`config.mk`:
```
export PLATFORM = sky130hd
export DESIGN_NAME = vga_fb_reader
export DESIGN_NICKNAME = d
export VERILOG_FILES = /design/src/rtl/vga_pkg.sv /design/src/rtl/vga_timing.sv /design/src/rtl/vga_fb_reader.sv
export SDC_FILE = /design/constraint.sdc
export NUM_CORES = 1
export LEC_CHECK = 0
export CORE_AREA = 10 10 103 105
export DETAILED_ROUTE_END_ITERATION = 8
export DIE_AREA = 0 0 113 115
export HOLD_SLACK_MARGIN = 0.08
export SYNTH_ARGS = -nofsm -noshare
export SYNTH_HDL_FRONTEND = slang
export SYNTH_SLANG_ARGS = --single-unit
```
`constraint.sdc`:
```
create_clock -name clk -period 2.4 [get_ports clk]
set_input_delay 0.48 -clock clk [delete_from_list [all_inputs] [get_ports clk]]
set_output_delay 0.48 -clock clk [all_outputs]
set_load 0.1 [all_outputs]
```
`src/rtl/vga_pkg.sv`:
```
// Shared timing constants and pixel format for the frame buffer VGA read path.
package vga_pkg;
  localparam int CLK_DIV   = 4;
  localparam int H_VIS     = 640;
  localparam int H_FP      = 16;
  localparam int H_SYNC    = 96;
  localparam int H_BP      = 48;
  localparam int V_VIS     = 480;
  localparam int V_FP      = 10;
  localparam int V_SYNC    = 2;
  localparam int V_BP      = 33;
  localparam int ADDR_W    = 19;
  localparam int H_TOT     = H_VIS + H_FP + H_SYNC + H_BP;
  localparam int V_TOT     = V_VIS + V_FP + V_SYNC + V_BP;
  localparam int FB_PIXELS = H_VIS * V_VIS;
  localparam int CNT_W     = 10;

  typedef struct packed {
    logic [3:0] r;
    logic [3:0] g;
    logic [3:0] b;
  } pixel_t;
endpackage

```
`src/rtl/vga_timing.sv`:
```
// Pixel-rate divider, raster counters and sync/visible decode for one VGA mode.
module vga_timing #(
  parameter int CLK_DIV = vga_pkg::CLK_DIV,
  parameter int H_VIS   = vga_pkg::H_VIS,
  parameter int H_FP    = vga_pkg::H_FP,
  parameter int H_SYNC  = vga_pkg::H_SYNC,
  parameter int H_BP    = vga_pkg::H_BP,
  parameter int V_VIS   = vga_pkg::V_VIS,
  parameter int V_FP    = vga_pkg::V_FP,
  parameter int V_SYNC  = vga_pkg::V_SYNC,
  parameter int V_BP    = vga_pkg::V_BP
) (
  input  logic clk,
  input  logic reset,
  output logic tick,
  output logic visible,
  output logic hs_n,
  output logic vs_n,
  output logic vblank,
  output logic frame_wrap,
  output logic frame_start
);
  import vga_pkg::*;

  localparam int DIV_W  = (CLK_DIV > 1) ? $clog2(CLK_DIV) : 1;
  localparam int H_LAST = H_VIS + H_FP + H_SYNC + H_BP - 1;
  localparam int V_LAST = V_VIS + V_FP + V_SYNC + V_BP - 1;
  localparam int HS_BEG = H_VIS + H_FP;
  localparam int HS_END = HS_BEG + H_SYNC - 1;
  localparam int VS_BEG = V_VIS + V_FP;
  localparam int VS_END = VS_BEG + V_SYNC - 1;

  logic [DIV_W-1:0] div_cnt_q, div_cnt_d;
  logic [CNT_W-1:0] h_cnt_q, h_cnt_d;
  logic [CNT_W-1:0] v_cnt_q, v_cnt_d;
  logic             frame_start_q, frame_start_d;
  logic             h_last, v_last;

  always_comb begin
    tick       = (div_cnt_q == DIV_W'(CLK_DIV - 1));
    h_last     = (h_cnt_q == CNT_W'(H_LAST));
    v_last     = (v_cnt_q == CNT_W'(V_LAST));
    frame_wrap = tick && h_last && v_last;
    div_cnt_d  = tick ? '0 : div_cnt_q + DIV_W'(1);
    h_cnt_d    = h_cnt_q;
    v_cnt_d    = v_cnt_q;
    if (tick) begin
      if (h_last) begin
        h_cnt_d = '0;
        v_cnt_d = v_last ? '0 : v_cnt_q + CNT_W'(1);
      end else begin
        h_cnt_d = h_cnt_q + CNT_W'(1);
      end
    end else begin
      h_cnt_d = h_cnt_q;
    end
    // Pulse lasts exactly the clk after the wrapping tick.
    frame_start_d = frame_wrap;
    visible = (h_cnt_q < CNT_W'(H_VIS)) && (v_cnt_q < CNT_W'(V_VIS));
    hs_n    = !((h_cnt_q >= CNT_W'(HS_BEG)) && (h_cnt_q <= CNT_W'(HS_END)));
    vs_n    = !((v_cnt_q >= CNT_W'(VS_BEG)) && (v_cnt_q <= CNT_W'(VS_END)));
    vblank  = (v_cnt_q >= CNT_W'(V_VIS));
  end

  always_ff @(posedge clk) begin
    if (reset) begin
      div_cnt_q     <= '0;
      h_cnt_q       <= '0;
      v_cnt_q       <= '0;
      frame_start_q <= 1'b0;
    end else begin
      div_cnt_q     <= div_cnt_d;
      h_cnt_q       <= h_cnt_d;
      v_cnt_q       <= v_cnt_d;
      frame_start_q <= frame_start_d;
    end
  end

  assign frame_start = frame_start_q;
endmodule

```
`src/rtl/vga_fb_reader.sv`:
```
// Frame buffer read side: raster-order address generation plus a one-tick
// RGB/sync output pipeline aligned to the RAM read latency.
module vga_fb_reader #(
  parameter int CLK_DIV = vga_pkg::CLK_DIV,
  parameter int H_VIS   = vga_pkg::H_VIS,
  parameter int H_FP    = vga_pkg::H_FP,
  parameter int H_SYNC  = vga_pkg::H_SYNC,
  parameter int H_BP    = vga_pkg::H_BP,
  parameter int V_VIS   = vga_pkg::V_VIS,
  parameter int V_FP    = vga_pkg::V_FP,
  parameter int V_SYNC  = vga_pkg::V_SYNC,
  parameter int V_BP    = vga_pkg::V_BP,
  parameter int ADDR_W  = vga_pkg::ADDR_W
) (
  input  logic              clk,
  input  logic              reset,
  input  logic [11:0]       doutB,
  output logic [ADDR_W-1:0] addrB,
  output logic [3:0]        vga_r,
  output logic [3:0]        vga_g,
  output logic [3:0]        vga_b,
  output logic              hsync,
  output logic              vsync,
  output logic              frame_start,
  output logic              in_vblank
);
  import vga_pkg::*;

  logic tick, visible, hs_n, vs_n, vblank, frame_wrap;

  vga_timing #(
    .CLK_DIV(CLK_DIV), .H_VIS(H_VIS), .H_FP(H_FP), .H_SYNC(H_SYNC), .H_BP(H_BP),
    .V_VIS(V_VIS), .V_FP(V_FP), .V_SYNC(V_SYNC), .V_BP(V_BP)
  ) u_tim (
    .clk(clk), .reset(reset), .tick(tick), .visible(visible), .hs_n(hs_n),
    .vs_n(vs_n), .vblank(vblank), .frame_wrap(frame_wrap), .frame_start(frame_start)
  );

  logic [ADDR_W-1:0] pix_addr_q, pix_addr_d;
  logic [ADDR_W-1:0] addr_b_q, addr_b_d;
  logic              vis_p_q, vis_p_d, hs_p_q, hs_p_d, vs_p_q, vs_p_d;
  pixel_t            rgb_q, rgb_d;
  logic              hsync_q, hsync_d, vsync_q, vsync_d;
  logic              in_vblank_q, in_vblank_d;

  always_comb begin
    pix_addr_d  = pix_addr_q;
    addr_b_d    = addr_b_q;
    vis_p_d     = vis_p_q;
    hs_p_d      = hs_p_q;
    vs_p_d      = vs_p_q;
    rgb_d       = rgb_q;
    hsync_d     = hsync_q;
    vsync_d     = vsync_q;
    in_vblank_d = in_vblank_q;
    if (tick) begin
      // Stage 1: doutB now reflects the address issued on the previous tick.
      rgb_d   = vis_p_q ? pixel_t'(doutB) : pixel_t'(12'h000);
      hsync_d = hs_p_q;
      vsync_d = vs_p_q;
      // Stage 0
      vis_p_d     = visible;
      hs_p_d      = hs_n;
      vs_p_d      = vs_n;
      in_vblank_d = vblank;
      if (frame_wrap) begin
        pix_addr_d = '0;
      end else if (visible) begin
        addr_b_d   = pix_addr_q;
        pix_addr_d = pix_addr_q + ADDR_W'(1);
      end else begin
        pix_addr_d = pix_addr_q;
      end
    end else begin
      rgb_d = rgb_q;
    end
  end

  always_ff @(posedge clk) begin
    if (reset) begin
      pix_addr_q  <= '0;
      addr_b_q    <= '0;
      vis_p_q     <= 1'b0;
      hs_p_q      <= 1'b1;
      vs_p_q      <= 1'b1;
      rgb_q       <= '0;
      hsync_q     <= 1'b1;
      vsync_q     <= 1'b1;
      in_vblank_q <= 1'b0;
    end else begin
      pix_addr_q  <= pix_addr_d;
      addr_b_q    <= addr_b_d;
      vis_p_q     <= vis_p_d;
      hs_p_q      <= hs_p_d;
      vs_p_q      <= vs_p_d;
      rgb_q       <= rgb_d;
      hsync_q     <= hsync_d;
      vsync_q     <= vsync_d;
      in_vblank_q <= in_vblank_d;
    end
  end

  assign addrB     = addr_b_q;
  assign vga_r     = rgb_q.r;
  assign vga_g     = rgb_q.g;
  assign vga_b     = rgb_q.b;
  assign hsync     = hsync_q;
  assign vsync     = vsync_q;
  assign in_vblank = in_vblank_q;
endmodule
```
### Gate families picked out, run 1

Drawn at 4 px/um.
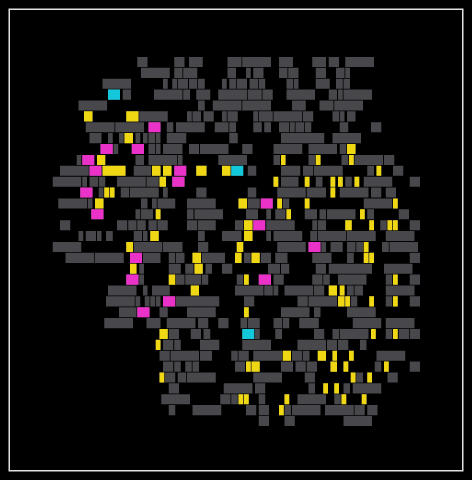
- XOR/XNOR gates: magenta (cells 17)
- AND-OR and OR-AND gates: cyan (cells 3)
- NAND gates: yellow (cells 83)
most frequent logic cell in the layout: dfxtp_1
Cell Count, Final, Fillers Out: 556
multi-input gate share of total cell area: 40.05%

### A small window of the routed layout, run 1

Region (42, 66) to (72, 96) um. Cells in gray, sequential cells in the stronger gray; small squares are vias.
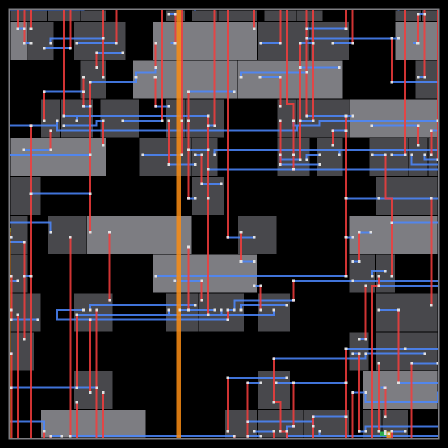
- met3: green
- met2: red
- met4: orange
- met1: blue
- netlist names of flops here include: `vga_g` (3)
- cells with their middle in the window: 50
- sequential cells in the window: 10
- most frequent: dfxtp_1 (10), a21oi_1 (6), buf_4 (6)

==> out/qor.yml, run 1 <==
job:
  warning_count: 30
  drv_cap: 0
detailed_routing:
  via_count: 2886
  wl_met1_um: 3686
  dr.first_iter.drc_count: 126
  dr_wl_met2_um: 3830
global_route:
  grt_pass1_vias: 2754
  gr-total-overflow: 0
  antenna_found_initial: 0
  track_usage_pct: 12.27
synthesis:
  synth_nets: 415
  synth_cell_types: 42
  netlist_instances: 394
  edf_count: 0
  yosysCellCount: 394
  synth-main-ff-cell: "dfxtp_1"
  yosysWarnings: 0
  mux_share_pct: 0.2980
clock_network:
  clkSlewWorstSetupHoldPaths_ns: 0.08
  clock-root-buffer: "clkbuf_8"
  ctsHoldBuffers: 0
  clkLatencyLatePin_ns: 0.34
floorplan:
  placement_rows: 34
  fp_util_pct: 39.29
  dieArea_sq_um: 13000
final_layout:
  regArea_sq_um: 1582
  lay_top_cells: "dfxtp_1 (79), nand2_1 (50), a21oi_1 (50), buf_4 (47), nor2_1 (33)"
  stdcell_area_sq_um: 4130
  fillers: 830
  nonClockInverterCount: 10
  seq_cell_count: 79
  seq_area_share_pct: 38.29
  nonClkBufAreaFrac_pct: 11.57
  finalNetCount: 464
  num-clock-buffers: 9
power:
  maxPowerGroup: "sequential cells"
  seqPwrFrac_pct: 49.8
  clock_power_share_pct: 44.5
  p_sw_uw: 607.0
worst_hold_path:
  min_path_type: "reg2reg"
run_status:
  status: "completed"
place:
  dp_hpwl_um: 5725
  place.gp.congestion: 0.8025
timing:
  finalSetupTns_ns: 0
  timing.hold.ws_ns: 0.4347
  min_period_ns: 2.154
  slew_headroom_pct: 64.50
setup_path:
  reg2reg_to: "pix_addr_q[18]$_SDFFE_PP0P_"
  reg2reg_slack_ns: 0.25
  end_kind: "flop"
### Wiring by layer, run 1

Drawn at 3 px/um. Only two layers are drawn.
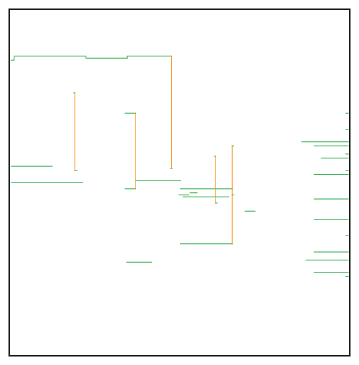
- met3: green (wire length 294 um)
- met4: orange (wire length 137 um)

[run 1: critical path, cell delays in order (launching register included)]
cell      delay (ns)
dfxtp_1         0.35
ha_1            0.29
nand2_1         0.09
or3_1           0.60
o21bai_2        0.39
buf_4           0.25
a21oi_1         0.05
[run 1: worst max path at each step]
stage | depth (start not counted) | to | startpoint
6_report | 6 | pix_addr_q[18]$_SDFFE_PP0P_ | u_tim.div_cnt_q[0]$_SDFF_PP0_
5_1_grt | 6 | u_tim.v_cnt_q[6]$_SDFFE_PP0N_ | u_tim.div_cnt_q[0]$_SDFF_PP0_
4_1_cts | 6 | pix_addr_q[18]$_SDFFE_PP0P_ | u_tim.div_cnt_q[0]$_SDFF_PP0_
3_5_place_dp | 6 | pix_addr_q[17]$_SDFFE_PP0P_ | u_tim.div_cnt_q[0]$_SDFF_PP0_
3_3_place_gp | 6 | pix_addr_q[3]$_SDFFE_PP0P_ | u_tim.div_cnt_q[0]$_SDFF_PP0_
2_1_floorplan | 6 | u_tim.v_cnt_q[6]$_SDFFE_PP0N_ | u_tim.h_cnt_q[0]$_SDFFE_PP0N_
[run 1: registers in the layout, summed over array words and instances, names as in the netlist, 2 cells and up]
name and cells:
u_tim.h_cnt_q 10, vga_g 4, pix_addr_q 19, u_tim.v_cnt_q 10, addrB 19, u_tim.div_cnt_q 2, vga_b 4, vga_r 4
[run 1: cells in the mapped netlist, drive strengths merged, types with 8 or more instances]
library cell | instances | area [sq um]
dfxtp | 79 | 1582
a21oi | 50 | 250.2
nand2 | 50 | 187.7
nor2 | 33 | 123.9
nor2b | 17 | 106.4
nand4 | 16 | 100.1
clkbuf | 15 | 56.30
o21ai | 11 | 55.05
o31ai | 11 | 82.58
or4 | 11 | 82.58
inv | 10 | 37.54
xnor2 | 10 | 87.58
nand3 | 9 | 45.04
or3 | 8 | 50.05
### Track usage over the die, run 1

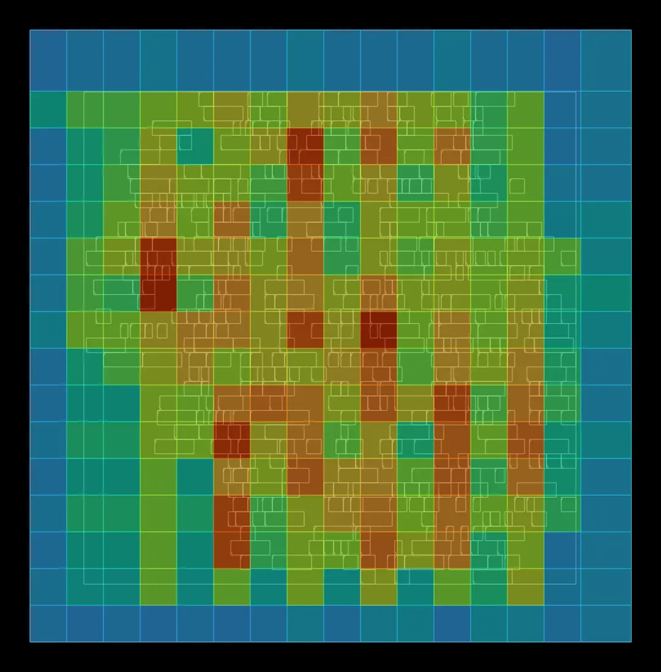

==> inputs of run 2 (changes only) <==
- SETUP_SLACK_MARGIN: default -> 0.3
### Track usage over the die, run 2

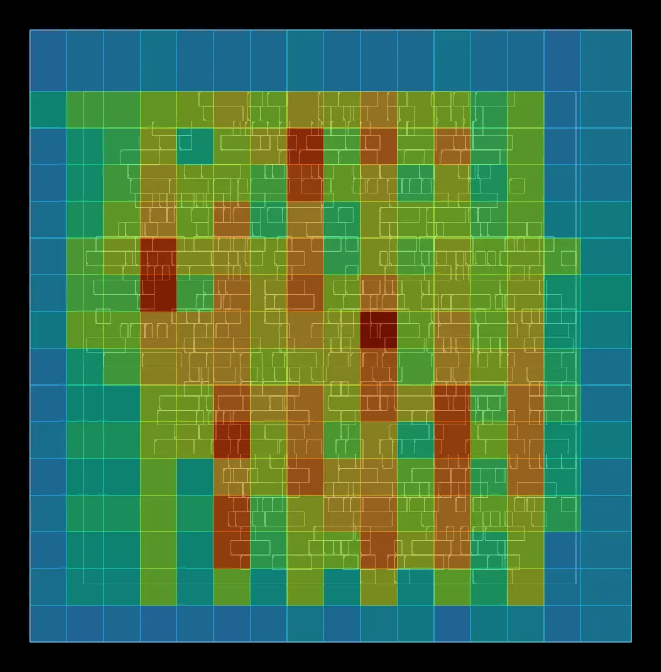
drt wl/cell: 14.46 um
met2 Usage GRT: 19.93%
met3 Use GR: 2.865%
global route hottest layer: met2

==> run 2 against run 1 <==
  * Worst setup slack better by 0.20 ns
  * Sequential share of layout area decreased by 0.21 points
  * Sequential power hardly changed
  * Synthesized cell count unchanged
  * Critical path type unchanged
  * Largest power group unchanged
==> out/qor.yml, run 2 <==
setup_path:
  crit_chain: "ha_1 -> nand2_1 -> or3_4 -> or4_1 -> a21oi_1"
  cp_num_buf_inv: 0  # -1
  crit_start: "u_tim.h_cnt_q[0]$_SDFFE_PP0N_"
  end_kind: "flop"
  slowest_delay_ns: 0.53  # -0.07 ns
global_route:
  antenna_found_initial: 0  # unchanged
  gr-total-overflow: 0  # unchanged
  grt_pass1_vias: 2759  # +0.18%
  track_usage_pct: 12.34  # +0.076 points
synthesis:
  largest_area_cell: "dfxtp_1"
  synthTopCellsByCount: "dfxtp_1 (79), a21oi_1 (50), nand2_1 (50), nor2_1 (33), nor2b_1 (17)"
  edf_count: 0  # unchanged
  yosysCellCount: 394  # unchanged
  mux_share_pct: 0.2980  # unchanged
  top_cell_area_share_pct: 47.08  # unchanged
  synthTopCellsByArea: "dfxtp_1 (47%), a21oi_1 (7.4%), nand2_1 (5.6%)"
  yosysWarnings: 0  # unchanged
  most_common_cell: "dfxtp_1"
  netlist_instances: 394  # unchanged
timing:
  slew_headroom_pct: 72.02  # +7.5 points
final_layout:
  lay_top_cells: "dfxtp_1 (78), nand2_1 (50), a21oi_1 (50), buf_4 (47), nor2_1 (33)"
  finalNetCount: 464  # unchanged
  regArea_sq_um: 1583  # about the same
  fillers: 829  # -0.12%
run_status:
  status: "completed"
floorplan:
  fp_util_pct: 39.29  # unchanged
  placement_rows: 34  # unchanged
  dieArea_sq_um: 13000  # unchanged
job:
  drv_cap: 0  # unchanged
  warning_count: 30  # unchanged
detailed_routing:
  via_count: 2905  # +0.66%
clock_network:
  ctsHoldBuffers: 0  # unchanged
place:
  dp_hpwl_um: 5725  # unchanged
[run 2: cell counts in the layout (fill, tap and decap cells not counted)]
No cell type changed its count.
[run 2: routing by layer]
metal  wire length (um)  vias to the layer above
met1               3711                     1352
met3                338                       12
met5                  0                        -
li1                   -                     1488
met4                131                        0
met2               3856                       53
[run 2: path summary, 6_finish.rpt]
path	endpoint	slack (ns)	depth (start not counted)
worst min-delay path	u_tim.div_cnt_q[0]$_SDFF_PP0_	0.44	1
worst min register to register	u_tim.div_cnt_q[0]$_SDFF_PP0_	0.44	1
worst max register to register	u_tim.v_cnt_q[6]$_SDFFE_PP0N_	0.44	5
worst max-delay path	u_tim.v_cnt_q[6]$_SDFFE_PP0N_	0.44	5
[run 2: power breakdown]
part / internal, mW / switching (mW) / total (mW) / leakage (nW)
combinational: 0.0526 / 0.101 / 0.154 / 0.701
sequential: 1.32 / 0.00896 / 1.33 / 0.638
clock: 0.694 / 0.497 / 1.19 / 0.120
[run 2: metrics by stage]
stage	area [sq um]	power (mW)	instances
finish	4156	2.677	556
global route	4156	2.771	556
CTS	4143	2.708	556
detailed placement	3886	1.517	540
global placement	3886	1.515	540
floorplan	3359	1.460	394
[run 2: cells by family (layout without fill, tap and decap cells)]
family                   after synthesis  after routing
AND/OR/NAND/NOR                      174            174
AND-OR/OR-AND                         84             84
flip-flops                            79             79
buffers and inverters                 32             86
XOR/XNOR                              17             17
adder cells (fa/ha/maj)                7              7
multiplexers                           1              1
[run 2: area by class of cell]
type                    instances  area share, %
multi-input cells             283          40.40
flip-flops and latches         79          38.08
repair buffers                 60          11.50
well taps                     108          3.251
clock buffers                   9          2.980
clock inverters                 7          2.890
inverters                      10         0.9031
Power figures rest on the tool's default switching activity, not on a simulated workload.
